==> images/met1.png <==
Supply wires on this layer in grey.
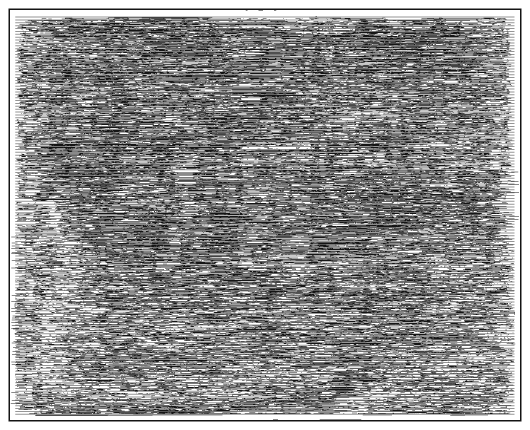
==> images/met2.png <==
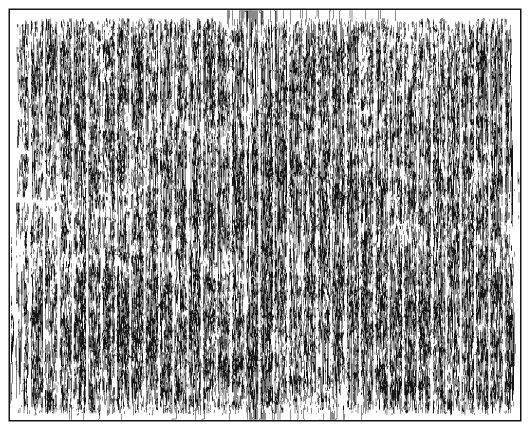
==> images/met3.png <==
Bar = 100 um.
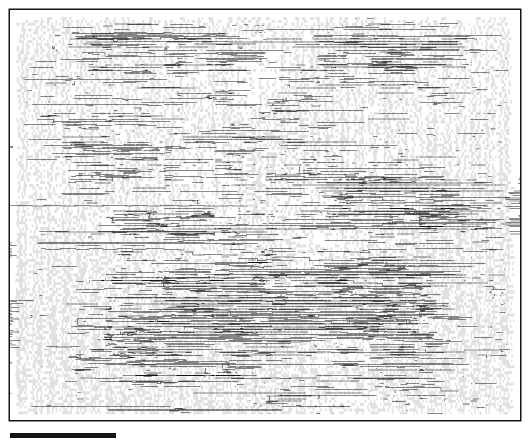
==> images/met4.png <==
Supply wires on this layer in grey.
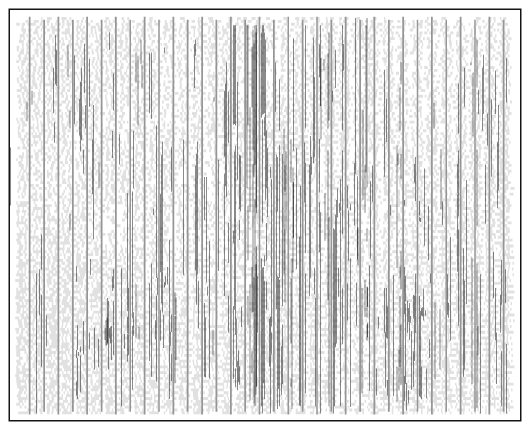
==> src/rtl/arith_pkg.sv <==
// arith_pkg: shared widths, opcodes and controller state type for the
// arithmetic command sequencer.
package arith_pkg;

  localparam int unsigned OP_W   = 3;
  localparam int unsigned DATA_W = 32;
  localparam int unsigned RES_W  = 64;
  localparam int unsigned CNT_W  = 16;

  localparam logic [OP_W-1:0] OP_ADD = 3'd0;
  localparam logic [OP_W-1:0] OP_SUB = 3'd1;
  localparam logic [OP_W-1:0] OP_MUL = 3'd2;
  localparam logic [OP_W-1:0] OP_DIV = 3'd3;
  localparam logic [OP_W-1:0] OP_MOD = 3'd4;

  typedef enum logic [1:0] {
    ST_IDLE,
    ST_EXEC,
    ST_RESP
  } state_t;

endpackage

==> src/rtl/arith_lat_sel.sv <==
// arith_lat_sel: combinational decode of an opcode into its latency window
// (stored as LAT-1 for the down-counter), an illegal-op flag and a
// divider-class flag used for the divide-by-zero check.
//   op      in   opcode
//   lat_m1  out  latency minus one for the opcode
//   illegal out  opcode is outside ADD..MOD
//   is_div  out  opcode is DIV or MOD
module arith_lat_sel
  import arith_pkg::*;
#(
  parameter int unsigned ADDSUB_LAT = 1,
  parameter int unsigned MUL_LAT    = 4,
  parameter int unsigned DIV_LAT    = 8
) (
  input  logic [OP_W-1:0]  op,
  output logic [CNT_W-1:0] lat_m1,
  output logic             illegal,
  output logic             is_div
);

  always_comb begin
    lat_m1  = '0;
    illegal = 1'b0;
    is_div  = 1'b0;
    case (op)
      OP_ADD, OP_SUB: lat_m1 = CNT_W'(ADDSUB_LAT - 1);
      OP_MUL:         lat_m1 = CNT_W'(MUL_LAT - 1);
      OP_DIV, OP_MOD: begin
        lat_m1 = CNT_W'(DIV_LAT - 1);
        is_div = 1'b1;
      end
      default:        illegal = 1'b1;
    endcase
  end

endmodule

==> src/rtl/arith_op_sequencer.sv <==
// arith_op_sequencer: single-issue controller for the add/sub, multiply,
// divide and modulo units. Accepts one command over valid/ready, holds the
// latched operands for the unit's latency window, registers the 64-bit
// result and flags, and returns them over a valid/ready response channel.
//   clk, rst              clock, asynchronous active-high reset
//   cmd_valid/cmd_ready   command handshake
//   cmd_op, cmd_a, cmd_b  opcode (0..4 legal) and 32-bit operands
//   rsp_valid/rsp_ready   response handshake
//   rsp_data              64-bit result
//   rsp_carry, rsp_ovf    adder carry-out / signed overflow (ADD/SUB only)
//   rsp_error             divide-by-zero or illegal opcode
//   op_count              completed responses, wraps silently
module arith_op_sequencer
  import arith_pkg::*;
#(
  parameter int unsigned ADDSUB_LAT = 1,
  parameter int unsigned MUL_LAT    = 4,
  parameter int unsigned DIV_LAT    = 8
) (
  input  logic              clk,
  input  logic              rst,
  input  logic              cmd_valid,
  output logic              cmd_ready,
  input  logic [OP_W-1:0]   cmd_op,
  input  logic [DATA_W-1:0] cmd_a,
  input  logic [DATA_W-1:0] cmd_b,
  output logic              rsp_valid,
  input  logic              rsp_ready,
  output logic [RES_W-1:0]  rsp_data,
  output logic              rsp_carry,
  output logic              rsp_ovf,
  output logic              rsp_error,
  output logic [15:0]       op_count
);

  state_t              state;
  logic [OP_W-1:0]     op_q;
  logic [DATA_W-1:0]   a_q;
  logic [DATA_W-1:0]   b_q;
  logic [CNT_W-1:0]    lat_cnt;
  logic [RES_W-1:0]    data_q;
  logic                carry_q;
  logic                ovf_q;
  logic                err_q;
  logic [15:0]         op_count_q;

  logic [CNT_W-1:0]    lat_m1;
  logic                illegal;
  logic                is_div;
  logic                bad_cmd;

  arith_lat_sel #(
    .ADDSUB_LAT (ADDSUB_LAT),
    .MUL_LAT    (MUL_LAT),
    .DIV_LAT    (DIV_LAT)
  ) u_lat_sel (
    .op      (cmd_op),
    .lat_m1  (lat_m1),
    .illegal (illegal),
    .is_div  (is_div)
  );

  // Full-width zero check on the divisor decides the error path at accept time.
  assign bad_cmd = illegal || (is_div && (cmd_b == '0));

  // Arithmetic units, fed only from the latched operand registers.
  logic                sub_sel;
  logic [DATA_W-1:0]   b_eff;
  logic [DATA_W:0]     sum_full;
  logic                c31;
  logic [RES_W-1:0]    prod;
  logic [DATA_W-1:0]   b_div;
  logic [DATA_W-1:0]   quot;
  logic [DATA_W-1:0]   rem;

  assign sub_sel  = (op_q == OP_SUB);
  assign b_eff    = sub_sel ? ~b_q : b_q;
  assign sum_full = {1'b0, a_q} + {1'b0, b_eff} + {{DATA_W{1'b0}}, sub_sel};
  // Carry into the sign bit, recovered from the sum bit and its inputs.
  assign c31      = a_q[DATA_W-1] ^ b_eff[DATA_W-1] ^ sum_full[DATA_W-1];
  assign prod     = RES_W'(a_q) * RES_W'(b_q);
  // Divisor is never zero here on a real op; the guard only keeps the
  // divider well-defined while idle registers hold zero.
  assign b_div    = (b_q == '0) ? DATA_W'(1) : b_q;
  assign quot     = a_q / b_div;
  assign rem      = a_q % b_div;

  logic [RES_W-1:0]    unit_data;
  logic                unit_carry;
  logic                unit_ovf;

  always_comb begin
    unit_data  = '0;
    unit_carry = 1'b0;
    unit_ovf   = 1'b0;
    case (op_q)
      OP_ADD, OP_SUB: begin
        unit_data  = {{(RES_W-DATA_W){1'b0}}, sum_full[DATA_W-1:0]};
        unit_carry = sum_full[DATA_W];
        unit_ovf   = sum_full[DATA_W] ^ c31;
      end
      OP_MUL:  unit_data = prod;
      OP_DIV:  unit_data = {{(RES_W-DATA_W){1'b0}}, quot};
      OP_MOD:  unit_data = {{(RES_W-DATA_W){1'b0}}, rem};
      default: unit_data = '0;
    endcase
  end

  always_ff @(posedge clk or posedge rst) begin
    if (rst) begin
      state      <= ST_IDLE;
      op_q       <= '0;
      a_q        <= '0;
      b_q        <= '0;
      lat_cnt    <= '0;
      data_q     <= '0;
      carry_q    <= 1'b0;
      ovf_q      <= 1'b0;
      err_q      <= 1'b0;
      op_count_q <= '0;
    end else begin
      case (state)
        ST_IDLE: begin
          if (cmd_valid) begin
            op_q    <= cmd_op;
            a_q     <= cmd_a;
            b_q     <= cmd_b;
            data_q  <= '0;
            carry_q <= 1'b0;
            ovf_q   <= 1'b0;
            err_q   <= bad_cmd;
            if (bad_cmd) begin
              state <= ST_RESP;
            end else begin
              lat_cnt <= lat_m1;
              state   <= ST_EXEC;
            end
          end
        end
        ST_EXEC: begin
          if (lat_cnt == '0) begin
            data_q  <= unit_data;
            carry_q <= unit_carry;
            ovf_q   <= unit_ovf;
            state   <= ST_RESP;
          end else begin
            lat_cnt <= lat_cnt - 1'b1;
          end
        end
        ST_RESP: begin
          if (rsp_ready) begin
            op_count_q <= op_count_q + 1'b1;
            state      <= ST_IDLE;
          end
        end
        default: state <= ST_IDLE;
      endcase
    end
  end

  assign cmd_ready = (state == ST_IDLE);
  assign rsp_valid = (state == ST_RESP);
  assign rsp_data  = data_q;
  assign rsp_carry = carry_q;
  assign rsp_ovf   = ovf_q;
  assign rsp_error = err_q;
  assign op_count  = op_count_q;

endmodule
==> config.mk <==
export PLATFORM = sky130hd
export DESIGN_NAME = arith_op_sequencer
export DESIGN_NICKNAME = d
export VERILOG_FILES = /design/src/rtl/arith_pkg.sv /design/src/rtl/arith_lat_sel.sv /design/src/rtl/arith_op_sequencer.sv
export SDC_FILE = /design/constraint.sdc
export NUM_CORES = 2
export LEC_CHECK = 0
export CELL_PAD_IN_SITES_DETAIL_PLACEMENT = 2
export CELL_PAD_IN_SITES_GLOBAL_PLACEMENT = 2
export CORE_ASPECT_RATIO = 0.8
export CORE_MARGIN = 5
export CORE_UTILIZATION = 40
export DETAILED_ROUTE_END_ITERATION = 8
export GPL_TIMING_DRIVEN = 0
export MAX_ROUTING_LAYER = met4
export PLACE_DENSITY_LB_ADDON = 0.2
export SLEW_MARGIN = 15
export SYNTH_ARGS = -nofsm -noshare
export SYNTH_HDL_FRONTEND = slang
export SYNTH_SLANG_ARGS = --single-unit
==> constraint.sdc <==
create_clock -name clk -period 87 [get_ports clk]
set_input_delay 21.75 -clock clk [delete_from_list [all_inputs] [get_ports clk]]
set_output_delay 21.75 -clock clk [all_outputs]
set_load 0.01 [all_outputs]
==> CHANGELOG.md <==
### Changed

* Status: finished, final reports clean
* EDFF count, synth at 0
* CTS Buffer Depth at 2
* Dpl hpwl at 338000 um
* Seq share, synth at 0.0590
* Post-Layout Cell Count at 11900
* Router iterations before antenna repair at 9
* Post-Synth XOR/XNOR Area at 0.0609
* Most frequent cells in the layout: nand2_1, inv_1, fa_1
* Hold Path End: op_count[15]
* Most frequent logic cell in the layout: nand2_1
* Remaining DRCs at 0
* Initial antenna violation count at 24
* # nets final at 11200
* Sequential cell count at 168
* Invs w/o clock at 1171
* Most frequent cell after synthesis: nand2_1
* Hold Vio Cnt, Final at 0
* Register area at 4210 um^2
* Simple-Gate Fraction of Synth Area at 0.197
* Met1 wire length at 174000 um
* Synth cell types at 107
* Slowest CP cell: o31ai_1
* CTS tree: done
* IO Count at 156
* Largest net degree at the start of global routing at 100
* Routed wl met2 at 171000 um
* Clock Sinks at 168
* Design Area, Final at 79200 um^2
* Clk_buf instances at 17
* Antenna-violating nets left at 0
* NonClk Buf Share at 0.0570
* Reg-to-Reg Start: b_q[28]
* Delay of the slowest critical-path stage at 910 ps
* Crit path depth at 341
* Worst EP required at 87470 ps
* CP max FO at 10
* Met3 Usage GRT at 0.105
* Final Core Density at 0.448
* Post-Synth AOI/OAI Area at 0.188
* OpenROAD warnings at 26
* Sum Neg Setup Slack at 0 ps
* Die ar. at 187000 um^2
* Clock slew at reported path FFs at 100 ps
* Vias in the first global route at 80900
* IO buf count at 155
* Sequential cell area share at 0.0532
* Largest cells by area after synthesis: fa_1, ha_1, nand2_1
* Worst setup endpoint: rsp_data[29]
* Highest metal used: met4
* Initial drt markers at 7599
* Worst-margin pin slew at 1370 ps
* Busiest grt layer: met2
* Num CTS Buffers at 17
* Comb area leader: adder cells
* Placed instance count at 11800
* Core ar. at 177000 um^2
* Share of cells above drive strength 1 at 0.0733
* CTS Hold Bufs at 0
* Yosys reg bits at 168
* Comb. cell area at 62300 um^2
* Combinational share of cell area at 0.787
* Post-synth top area cell: fa_1
* Buffers excl. clock at 654
* Worst Setup End Kind: flip-flop
* Die height at 387 um
* Row cnt at 138
* Dominant cell area share at 0.252
* Initial core utilization at 0.403
* MUX area fraction at 0.0173
* Hold path cells at 1
* Max H-tree Level at 4
* Comb gates at 7431
* Max-area cell class: combinational gates
* Number of tapcells at 2380
* Worst hold slack at 477 ps
* Die width at 482 um
* Worst r2r path cells at 341
* Met3 wire len at 41700 um
* Fmax achieved at 11.8 MHz
* Hold_sp: op_count[15]
* Post-synth net total at 11000
* Post-synth top flop: dfrtp_1
* Drt wl/cell at 34.4 um
* Synthesis Warnings at 0
* Post-DP Area at 76500 um^2
* Worst setup margin at 2090 ps
* Avg Cell Area, Syn at 7.75 um^2
* Crit path from: b_q[28]
* Area growth syn-to-layout at 11.2%
* First-pass GRT wire length at 578000 um
* Synth async-reset ratio at 1.00
* Top Family by Delay on Critical Path: AND-OR/OR-AND gates
* Vias per inst at 6.35
* Min cycle time layout at 84910 ps
* Max Clock Skew at 21.4 ps
* Max-cap violations at 0
* Clock Network Area Fraction at 0.00810
* Setup violators final at 0
* Slew Limit Fails at 0
* RR Endpoint: rsp_data[29]
* Gpl congestion at 1.03
* Total track usage at 0.437
* Crit start category: flip-flop
* Clock Tree Root: clkbuf_16
* Mapped Area at 71200 um^2
* Pre-CTS WS at -25290 ps
* Chip area line of the yosys report at 71200 um^2
* Min-Delay Path Class: flip-flop to flip-flop
* Rel. slew slack at 0.0814
* Insertion Delay late pin at 560 ps
Back to the opening pictures, met1.png:
share of all routed wire: 43%
wire length on this layer: 174 mm
nets with wire on the layer: 10773
longest straight run: 161 um
main direction: horizontal
routed vias: 75500
met1 GRT Util: 0.588
WL final: 408000 um

Back to the opening pictures, met2.png:
share of all routed wire: 42%
nets with wire on the layer: 10503
main direction: vertical
wire length on this layer: 171 mm
met2 Track Usage GR: 0.622

Back to the opening pictures, met3.png:
main direction: horizontal
nets with wire on the layer: 1130
wire length on this layer: 41.7 mm
share of all routed wire: 10%
longest straight run: 323 um

Back to the opening pictures, met4.png:
nets with wire on the layer: 265
share of all routed wire: 5.4%
wire length on this layer: 21.9 mm
main direction: vertical

